==> src/rtl/dmem_arb_pkg.sv <==
// Shared types and constants for the data-memory port arbiter.
//   arb_state_t      : arbiter FSM states (IDLE -> ACCESS -> RESP -> IDLE)
//   port_id_t        : requester index (0 = core load/store, 1 = loader/debug)
//   WORD_ALIGN_MASK  : low address bits that must be zero for a word access
package dmem_arb_pkg;

  typedef enum logic [1:0] {
    IDLE,
    ACCESS,
    RESP
  } arb_state_t;

  typedef logic port_id_t;

  localparam logic [1:0] WORD_ALIGN_MASK = 2'b11;

endpackage

==> src/rtl/dmem_port_arbiter_if.sv <==
// One requester channel into the data-memory port arbiter.
//   valid/ready       : request handshake, accepted when both are high at posedge
//   we/addr/wdata     : request payload, held stable by the requester until accepted
//   rsp_valid         : one-cycle response pulse
//   rsp_rdata/rsp_err : response payload, meaningful while rsp_valid is high
// Modports:
//   master : requester side
//   slave  : arbiter side
interface dmem_port_arbiter_if #(
  parameter int unsigned W = 32
);

  logic         valid;
  logic         ready;
  logic         we;
  logic [W-1:0] addr;
  logic [W-1:0] wdata;
  logic         rsp_valid;
  logic [W-1:0] rsp_rdata;
  logic         rsp_err;

  modport master (
    output valid, we, addr, wdata,
    input  ready, rsp_valid, rsp_rdata, rsp_err
  );

  modport slave (
    input  valid, we, addr, wdata,
    output ready, rsp_valid, rsp_rdata, rsp_err
  );

endinterface

==> src/rtl/dmem_arb_pick.sv <==
// Combinational grant selection for the two requester ports.
//   valid[1:0]  in   pending requests, bit X = port X
//   last_grant  in   port that won the most recent accept
//   grant[1:0]  out  one-hot winner, or 0 when nothing is pending
// Policy is chosen at build time:
//   DMEM_ARB_ROUND_ROBIN_EN defined   : on a tie, grant the port != last_grant
//   DMEM_ARB_ROUND_ROBIN_EN undefined : fixed priority, port 0 wins every tie
module dmem_arb_pick
  import dmem_arb_pkg::*;
(
  input  logic [1:0] valid,
  input  port_id_t   last_grant,
  output logic [1:0] grant
);

`ifndef DMEM_ARB_ROUND_ROBIN_EN
  // Fixed priority never looks at the grant history.
  logic unused_last_grant;
  assign unused_last_grant = last_grant;
`endif

  always_comb begin
    grant = '0;
    unique case (valid)
      2'b01: grant = 2'b01;
      2'b10: grant = 2'b10;
      2'b11: begin
`ifdef DMEM_ARB_ROUND_ROBIN_EN
        grant = (last_grant == 1'b1) ? 2'b01 : 2'b10;
`else
        grant = 2'b01;
`endif
      end
      default: grant = '0;
    endcase
  end

endmodule

==> src/rtl/dmem_port_arbiter.sv <==
// Shares the single-port data_memory between port 0 (core load/store) and
// port 1 (loader/debug). One transaction takes three cycles:
//   IDLE   : pick a winner, raise only its ready, latch its request on accept
//   ACCESS : drive the memory for one cycle; write and read capture at the closing edge
//   RESP   : pulse the winner's rsp_valid with read data (0 on write/error) and err
// Ports:
//   clk, rst        : clock and asynchronous active-low reset
//   req0, req1      : requester channels (slave side of dmem_port_arbiter_if)
//   mem_*           : data_memory control / data (combinational read data in)
//   busy            : high whenever the FSM is not in IDLE
// Build option: DMEM_ARB_ROUND_ROBIN_EN selects round-robin tie breaking
// (handled inside dmem_arb_pick); default is fixed priority to port 0.
module dmem_port_arbiter
  import dmem_arb_pkg::*;
#(
  parameter int unsigned W = 32,
  parameter int unsigned N = 5
) (
  input  logic                 clk,
  input  logic                 rst,
  dmem_port_arbiter_if.slave   req0,
  dmem_port_arbiter_if.slave   req1,
  output logic [W-1:0]         mem_address,
  output logic                 mem_MemRead,
  output logic                 mem_MemWrite,
  output logic [W-1:0]         mem_write_data,
  input  logic [W-1:0]         mem_read_data,
  output logic                 busy
);

  arb_state_t   state_q, state_d;
  logic [W-1:0] addr_q, wdata_q, rdata_q;
  logic         we_q, err_q;
  port_id_t     owner_q, last_grant_q;

  logic [1:0]   grant;
  logic         accept;
  port_id_t     sel_port;
  logic [W-1:0] sel_addr, sel_wdata;
  logic         sel_we, sel_err;

  logic [1:0]   ready_vec;
  logic [1:0]   rsp_vld;
  logic [W-1:0] rsp_data;

  dmem_arb_pick u_pick (
    .valid      ({req1.valid, req0.valid}),
    .last_grant (last_grant_q),
    .grant      (grant)
  );

  assign accept    = (state_q == IDLE) && (grant != 2'b00);
  assign sel_port  = grant[1];
  assign sel_addr  = sel_port ? req1.addr  : req0.addr;
  assign sel_wdata = sel_port ? req1.wdata : req0.wdata;
  assign sel_we    = sel_port ? req1.we    : req0.we;
  // Misaligned, or at/above the 2**N byte span.
  assign sel_err   = ((sel_addr[1:0] & WORD_ALIGN_MASK) != 2'b00) || (|sel_addr[W-1:N]);

  always_ff @(posedge clk or negedge rst) begin
    if (!rst) begin
      state_q      <= IDLE;
      addr_q       <= '0;
      wdata_q      <= '0;
      rdata_q      <= '0;
      we_q         <= 1'b0;
      err_q        <= 1'b0;
      owner_q      <= 1'b0;
      last_grant_q <= 1'b1;
    end else begin
      state_q <= state_d;
      if (accept) begin
        addr_q       <= sel_addr;
        wdata_q      <= sel_wdata;
        we_q         <= sel_we;
        err_q        <= sel_err;
        owner_q      <= sel_port;
        last_grant_q <= sel_port;
      end
      if (state_q == ACCESS) begin
        rdata_q <= (we_q || err_q) ? '0 : mem_read_data;
      end
    end
  end

  always_comb begin
    state_d        = state_q;
    ready_vec      = '0;
    rsp_vld        = '0;
    rsp_data       = '0;
    mem_address    = '0;
    mem_write_data = '0;
    mem_MemRead    = 1'b0;
    mem_MemWrite   = 1'b0;
    unique case (state_q)
      IDLE: begin
        // ready is combinational from valid, so hold it low while reset is asserted.
        if (rst) ready_vec = grant;
        if (accept) state_d = ACCESS;
      end
      ACCESS: begin
        mem_address    = addr_q;
        mem_write_data = wdata_q;
        mem_MemWrite   = we_q & ~err_q;
        mem_MemRead    = ~we_q & ~err_q;
        state_d        = RESP;
      end
      RESP: begin
        rsp_vld[owner_q] = 1'b1;
        rsp_data         = rdata_q;
        state_d          = IDLE;
      end
      default: state_d = IDLE;
    endcase
  end

  assign busy = (state_q != IDLE);

  assign req0.ready     = ready_vec[0];
  assign req1.ready     = ready_vec[1];
  assign req0.rsp_valid = rsp_vld[0];
  assign req1.rsp_valid = rsp_vld[1];
  assign req0.rsp_rdata = rsp_vld[0] ? rsp_data : '0;
  assign req1.rsp_rdata = rsp_vld[1] ? rsp_data : '0;
  assign req0.rsp_err   = rsp_vld[0] & err_q;
  assign req1.rsp_err   = rsp_vld[1] & err_q;

endmodule

==> src/flat_wrapper.sv <==
// flat-port wrapper written by rule: the top's interface ports become plain ports
module dmem_port_arbiter_flat import dmem_arb_pkg::*;
#(
  parameter int unsigned W = 32,
  parameter int unsigned N = 5
)
  (clk, rst, mem_address, mem_MemRead, mem_MemWrite, mem_write_data, mem_read_data, busy, req0_valid, req0_we, req0_addr, req0_wdata, req0_ready, req0_rsp_valid, req0_rsp_rdata, req0_rsp_err, req1_valid, req1_we, req1_addr, req1_wdata, req1_ready, req1_rsp_valid, req1_rsp_rdata, req1_rsp_err);
  dmem_port_arbiter_if #(.W(W)) req0_i ();
  dmem_port_arbiter_if #(.W(W)) req1_i ();
  input  logic clk;
  input  logic rst;
  output logic [W-1:0] mem_address;
  output logic mem_MemRead;
  output logic mem_MemWrite;
  output logic [W-1:0] mem_write_data;
  input  logic [W-1:0] mem_read_data;
  output logic busy;
  input wire logic [$bits(req0_i.valid)-1:0] req0_valid;
  input wire logic [$bits(req0_i.we)-1:0] req0_we;
  input wire logic [$bits(req0_i.addr)-1:0] req0_addr;
  input wire logic [$bits(req0_i.wdata)-1:0] req0_wdata;
  output wire logic [$bits(req0_i.ready)-1:0] req0_ready;
  output wire logic [$bits(req0_i.rsp_valid)-1:0] req0_rsp_valid;
  output wire logic [$bits(req0_i.rsp_rdata)-1:0] req0_rsp_rdata;
  output wire logic [$bits(req0_i.rsp_err)-1:0] req0_rsp_err;
  input wire logic [$bits(req1_i.valid)-1:0] req1_valid;
  input wire logic [$bits(req1_i.we)-1:0] req1_we;
  input wire logic [$bits(req1_i.addr)-1:0] req1_addr;
  input wire logic [$bits(req1_i.wdata)-1:0] req1_wdata;
  output wire logic [$bits(req1_i.ready)-1:0] req1_ready;
  output wire logic [$bits(req1_i.rsp_valid)-1:0] req1_rsp_valid;
  output wire logic [$bits(req1_i.rsp_rdata)-1:0] req1_rsp_rdata;
  output wire logic [$bits(req1_i.rsp_err)-1:0] req1_rsp_err;
  assign req0_i.valid = req0_valid;
  assign req0_i.we = req0_we;
  assign req0_i.addr = req0_addr;
  assign req0_i.wdata = req0_wdata;
  assign req0_ready = req0_i.ready;
  assign req0_rsp_valid = req0_i.rsp_valid;
  assign req0_rsp_rdata = req0_i.rsp_rdata;
  assign req0_rsp_err = req0_i.rsp_err;
  assign req1_i.valid = req1_valid;
  assign req1_i.we = req1_we;
  assign req1_i.addr = req1_addr;
  assign req1_i.wdata = req1_wdata;
  assign req1_ready = req1_i.ready;
  assign req1_rsp_valid = req1_i.rsp_valid;
  assign req1_rsp_rdata = req1_i.rsp_rdata;
  assign req1_rsp_err = req1_i.rsp_err;
  dmem_port_arbiter #(.W(W), .N(N)) u_core (.clk(clk), .rst(rst), .req0(req0_i), .req1(req1_i), .mem_address(mem_address), .mem_MemRead(mem_MemRead), .mem_MemWrite(mem_MemWrite), .mem_write_data(mem_write_data), .mem_read_data(mem_read_data), .busy(busy));
endmodule
==> config.mk <==
export PLATFORM = sky130hd
export DESIGN_NAME = dmem_port_arbiter_flat
export DESIGN_NICKNAME = d
export VERILOG_FILES = /design/src/rtl/dmem_arb_pkg.sv /design/src/rtl/dmem_port_arbiter_if.sv /design/src/rtl/dmem_arb_pick.sv /design/src/rtl/dmem_port_arbiter.sv /design/src/flat_wrapper.sv
export SDC_FILE = /design/constraint.sdc
export NUM_CORES = 1
export LEC_CHECK = 0
export CAP_MARGIN = 30
export CORE_MARGIN = 2
export CORE_UTILIZATION = 39
export CTS_BUF_LIST = sky130_fd_sc_hd__clkbuf_8 sky130_fd_sc_hd__clkbuf_16
export CTS_CLUSTER_DIAMETER = 150
export CTS_CLUSTER_SIZE = 14
export DETAILED_ROUTE_END_ITERATION = 8
export PLACE_DENSITY = 0.81
export SYNTH_ARGS = -nofsm -noshare
export SYNTH_HDL_FRONTEND = slang
export SYNTH_SLANG_ARGS = --single-unit
==> constraint.sdc <==
create_clock -name clk -period 1.64 [get_ports clk]
set_input_delay 0.328 -clock clk [delete_from_list [all_inputs] [get_ports clk]]
set_output_delay 0.328 -clock clk [all_outputs]
set_load 0.02 [all_outputs]
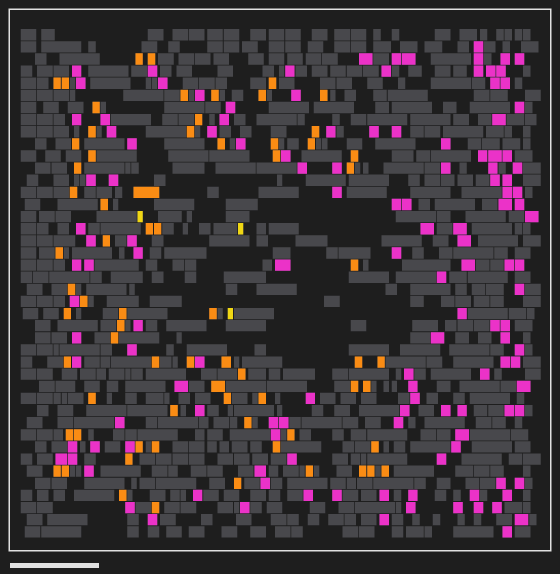
(images/gate_families.png)
Bar = 20 microns.
[AND and OR gates] magenta | cells: 134 | where: all over the die
[inverting AOI/OAI gates] orange | cells: 70
[inverters] yellow | cells: 3

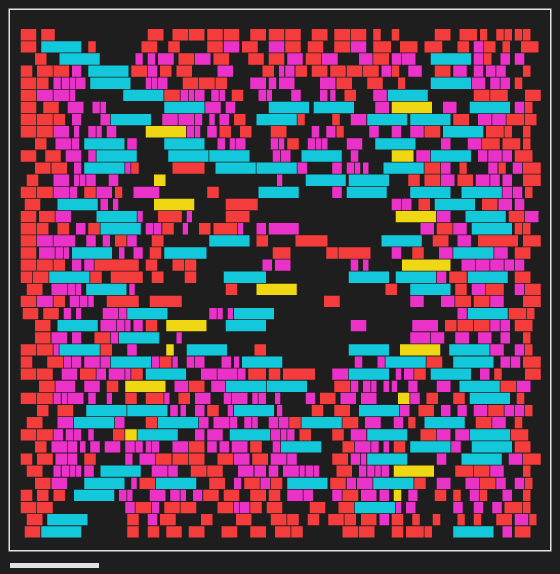
(images/cell_classes.png)
Bar = 20 microns.
[all other logic] magenta | cells: 397
[clock drivers and dummy loads] yellow | cells: 16
[other buffers and delay cells] red | cells: 347
[flip-flops] cyan | cells: 101

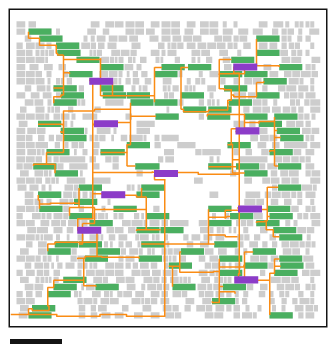
(images/clock_map.png)
Bar = 20 microns.
[clock wires] orange | length: 1,270 microns
[flip-flops] green | count: 101
[cells driving clock nets] purple | count: 9
routed clock nets: 10
flops lie: all over the die

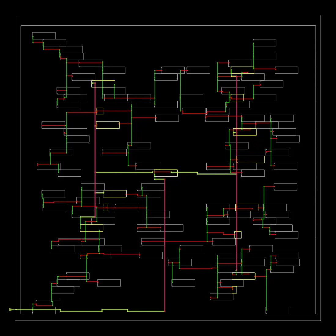
(images/final_clocks.png)
clock buffer count from CTS: 9
Clock Buffer Count: 10
clk sinks: 101

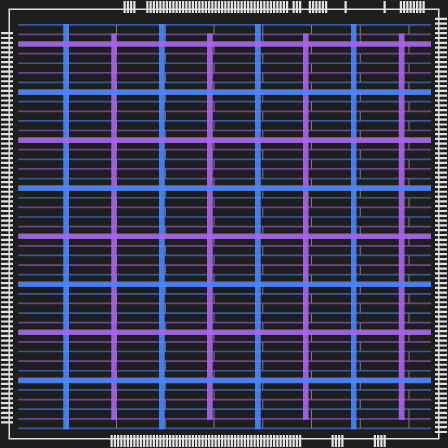
(images/pdn.png)
Pins as bars on the die edge. Tap cells in gray.
[VDD] purple
[VSS] blue
signal pins: 303
rows: 42
met1 rails: 43
met5 straps: 8

==> impl_metrics.csv <==
group,metric,value,unit
outcome,status,"complete, but fails checks",
outcome,violations,"negative setup slack",
cells_and_area,buffers,347,
detailed_routing,first_iter_violations,258,
final_timing,setup_tns,-28.77,ns
cells_and_area,n_all_inverters,3,
place,placed_cells,1017,
logic_synthesis,postSynthSeqShare,47.2,%
worst_setup_path,path_class,"reg -> out",
logic_synthesis,ff_type,"dfrtp_1",
worst_setup_path,crit_end,"req0_rsp_rdata[26]",
grt,met2_usage,42.9,%
logic_synthesis,xor_area_share,0,%
final_timing,setup_viol,137,
power_and_ir_drop,switchingPower,4320,uW
cells_and_area,fin_cells,1037,
floorplanning,die_w,121,microns
logic_synthesis,synth_flop_count,101,
final_timing,setup_ws,-0.292,ns
logic_synthesis,synth_cell_types,32,
